$ cat src/rtl/alut_apb_init16.sv
// rtl/alut_apb_init16.sv - APB master sequencing single reads/writes and masked read-polls
module alut_apb_init16 #(
  parameter int POLL_MAX = 16,
  parameter int POLL_GAP = 4
) (
  input  logic        pclk16,
  input  logic        n_p_reset16,
  input  logic        req_valid16,
  output logic        req_ready16,
  input  logic        req_write16,
  input  logic        req_poll16,
  input  logic [6:0]  req_addr16,
  input  logic [31:0] req_wdata16,
  output logic        psel16,
  output logic        penable16,
  output logic        pwrite16,
  output logic [6:0]  paddr16,
  output logic [31:0] pwdata16,
  input  logic [31:0] prdata16,
  output logic        rsp_valid16,
  output logic [31:0] rsp_rdata16,
  output logic        rsp_timeout16,
  output logic        busy16
);

  typedef enum logic [2:0] {
    ST_IDLE,
    ST_SETUP,
    ST_ACCESS,
    ST_GAP,
    ST_RESP
  } state_t;

  localparam logic [7:0] POLL_MAX_C = 8'(POLL_MAX);
  localparam logic [3:0] GAP_LAST   = 4'(POLL_GAP - 1);

  state_t      state;
  state_t      state_nxt;
  logic        wr_q;
  logic        poll_q;
  logic [6:0]  addr_q;
  logic [31:0] wdata_q;
  logic [7:0]  count_q;
  logic [3:0]  gap_q;
  logic [31:0] rdata_q;
  logic        timeout_q;

  logic        accept;
  logic [7:0]  count_inc;
  logic        poll_hit;
  logic        xfer_done;

  assign accept    = req_valid16 && (state == ST_IDLE);
  assign count_inc = count_q + 8'd1;
  // wdata_q doubles as the poll mask; a zero mask therefore hits on the first read
  assign poll_hit  = ((prdata16 & wdata_q) == 32'd0);
  assign xfer_done = !poll_q || poll_hit || (count_inc == POLL_MAX_C);

  always_ff @(posedge pclk16 or negedge n_p_reset16) begin
    if (!n_p_reset16) begin
      state <= ST_IDLE;
    end else begin
      state <= state_nxt;
    end
  end

  always_comb begin
    state_nxt = state;
    case (state)
      ST_IDLE:   if (req_valid16) state_nxt = ST_SETUP;
      ST_SETUP:  state_nxt = ST_ACCESS;
      ST_ACCESS: state_nxt = xfer_done ? ST_RESP : ST_GAP;
      ST_GAP:    if (gap_q == GAP_LAST) state_nxt = ST_SETUP;
      ST_RESP:   state_nxt = ST_IDLE;
      default:   state_nxt = ST_IDLE;
    endcase
  end

  always_ff @(posedge pclk16 or negedge n_p_reset16) begin
    if (!n_p_reset16) begin
      wr_q      <= 1'b0;
      poll_q    <= 1'b0;
      addr_q    <= 7'd0;
      wdata_q   <= 32'd0;
      count_q   <= 8'd0;
      gap_q     <= 4'd0;
      rdata_q   <= 32'd0;
      timeout_q <= 1'b0;
    end else begin
      if (accept) begin
        wr_q    <= req_write16;
        poll_q  <= req_poll16 && !req_write16;
        addr_q  <= req_addr16;
        wdata_q <= req_wdata16;
        count_q <= 8'd0;
      end
      if (state == ST_ACCESS) begin
        count_q <= count_inc;
        gap_q   <= 4'd0;
        // response registers only move on the final read so they stay stable between responses
        if (xfer_done) begin
          rdata_q   <= wr_q ? 32'd0 : prdata16;
          timeout_q <= poll_q && !poll_hit;
        end
      end
      if (state == ST_GAP) begin
        gap_q <= gap_q + 4'd1;
      end
    end
  end

  assign req_ready16   = (state == ST_IDLE);
  assign busy16        = (state != ST_IDLE);
  assign psel16        = (state == ST_SETUP) || (state == ST_ACCESS);
  assign penable16     = (state == ST_ACCESS);
  assign pwrite16      = wr_q;
  assign paddr16       = addr_q;
  assign pwdata16      = wr_q ? wdata_q : 32'd0;
  assign rsp_valid16   = (state == ST_RESP);
  assign rsp_rdata16   = rdata_q;
  assign rsp_timeout16 = timeout_q;

endmodule

$ cat config.mk
export PLATFORM = sky130hd
export DESIGN_NAME = alut_apb_init16
export DESIGN_NICKNAME = d
export VERILOG_FILES = /design/src/rtl/alut_apb_init16.sv
export SDC_FILE = /design/constraint.sdc
export NUM_CORES = 1
export LEC_CHECK = 0
export CORE_UTILIZATION = 45
export CTS_CLUSTER_DIAMETER = 50
export CTS_CLUSTER_SIZE = 10
export DETAILED_ROUTE_END_ITERATION = 10
export PLACE_DENSITY = 0.86
export SYNTH_ARGS = -nofsm -noshare
export SYNTH_HDL_FRONTEND = slang
export SYNTH_SLANG_ARGS = --single-unit
export TNS_END_PERCENT = 5
$ cat constraint.sdc
create_clock -name pclk16 -period 2.85 [get_ports pclk16]
set_input_delay 0.4275 -clock pclk16 [delete_from_list [all_inputs] [get_ports pclk16]]
set_output_delay 0.4275 -clock pclk16 [all_outputs]
set_load 0.1 [all_outputs]
==> out/metrics.cfg <==
[status]
status = finished, violations left
violations = DRC

[routing]
drc = 7
drt-vias-per-instance = 5.26
dr.first_iter.drc_count = 128
drt-met1-wl_um = 4490
routed.top_layer = met4

[die]
die-height_um = 97.9
coreArea_um2 = 8810
die_area_um2 = 9590
io_pins = 154
dieWidth_um = 97.9

[logic_synthesis]
ys_area_um2 = 4140
fa_ha_area_share_pct = 0.604
compound_area_share_pct = 6.92
xor_area_share_pct = 0.635
synth_cell_types = 34
postSynthNetCount = 422
mux_share_pct = 20.1
ys_sh_simple_pct = 15.2
yosys-top-cells-count = dfrtp_1, mux2_2, and2_1, nor2b_1, a22oi_1
synth-main-ff-cell = dfrtp_1
topCellsByArea = dfrtp_1, mux2_2, and2_1
postSynthAreaPerCell_um2 = 12.0
synth_area_um2 = 4140
synth_cells = 344
yosys-stat-cells = 344
yosysTopAreaCellShare_pct = 53.8

[finish]
nNonClkInverters = 4
fin_nets = 574
antennaDiodeCount = 0
drive_gt1_share_pct = 34.9
comb_area_um2 = 1810
sh_seq_area_pct = 38.2
final_cell_mix = dfrtp_1, buf_4, clkdlybuf4s50_1, mux2_2, and2_1
fill_cells = 669
final-clk-cell-share_pct = 3.39

[cts]
numCtsBuffers = 9
cts-root-buf = clkbuf_8
clkTransAtPathRegs_ps = 90
cts_max_level = 3
ctsResizeCount = 0

[critical_path]
rr_startpoint = wdata_q[4]
slowest_delay_ps = 550
end_kind = flip-flop
crit_path_start_kind = input port
cp.required_ps = 3090
slowest_stage = or4_4
path_cells = clkdlybuf4s50_1 -> a22oi_1 -> nand4_1 -> or4_4 -> a21oi_4 -> buf_12 -> mux2_2

[placement]
hpwl_um = 7840

[final_timing]
setup_tns_ps = 0
layout_min_cycle_time_ps = 2490
fin_worst_skew_ps = 12.5
finalSetupViolations = 0
timing.fmax_mhz = 401

[global_routing]
grt_pass1_vias = 3178
gr-total-overflow = 0

[metrics by stage]
stage	worst slack, ps	hold slack [ps]	std cells	cell area [um^2]
finish	355	65.2	609	5840
global route	223	96.1	609	5840
CTS	375	80.9	609	5840
detailed placement	16.5	473	593	5640
global placement	38.4	471	593	5640
floorplan	194	132	344	4150
[how the worst max path moves through the flow]
stage | depth (start not counted) | end | start
detailed placement | 7 | rsp_rdata16[27] | prdata16[6]
global route | 4 | penable16 | state[2]
finish | 7 | rsp_rdata16[27] | prdata16[4]
CTS | 3 | pwdata16[14] | pwrite16
global placement | 7 | rsp_rdata16[20] | prdata16[4]
floorplan | 3 | pwdata16[10] | pwrite16
The metal 1 layer:
Drawn at 4 px/um. Supply wires on this layer in grey. Cells faint in the background.
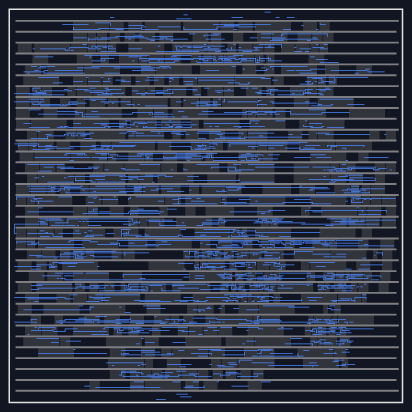
wire length on this layer = 4490 um
nets with wire on the layer = 491
main direction = horizontal
share of all routed wire = 43%
WL final: 10500 um
global routing usage on met1: 29.1%

Signal wires on met2:
Drawn at 4 px/um.
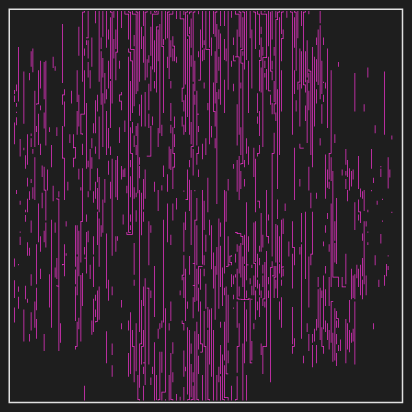
main direction = vertical
share of all routed wire = 50%
nets with wire on the layer = 517
longest straight run = 43.9 um
met2 GRT Util: 36.8%
vias: 3202

Met3 routing:
Drawn at 6 px/um. Cells faint in the background.
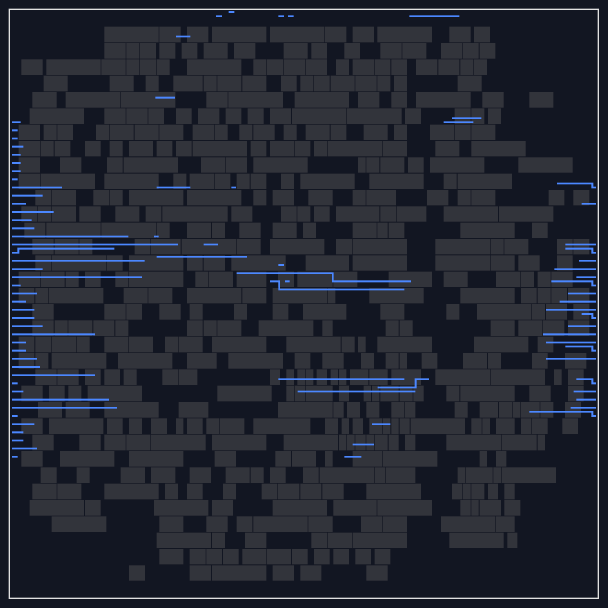
wire length on this layer = 535 um
nets with wire on the layer = 77
share of all routed wire = 5.1%
longest straight run = 27.4 um
GR Util met3: 5.73%

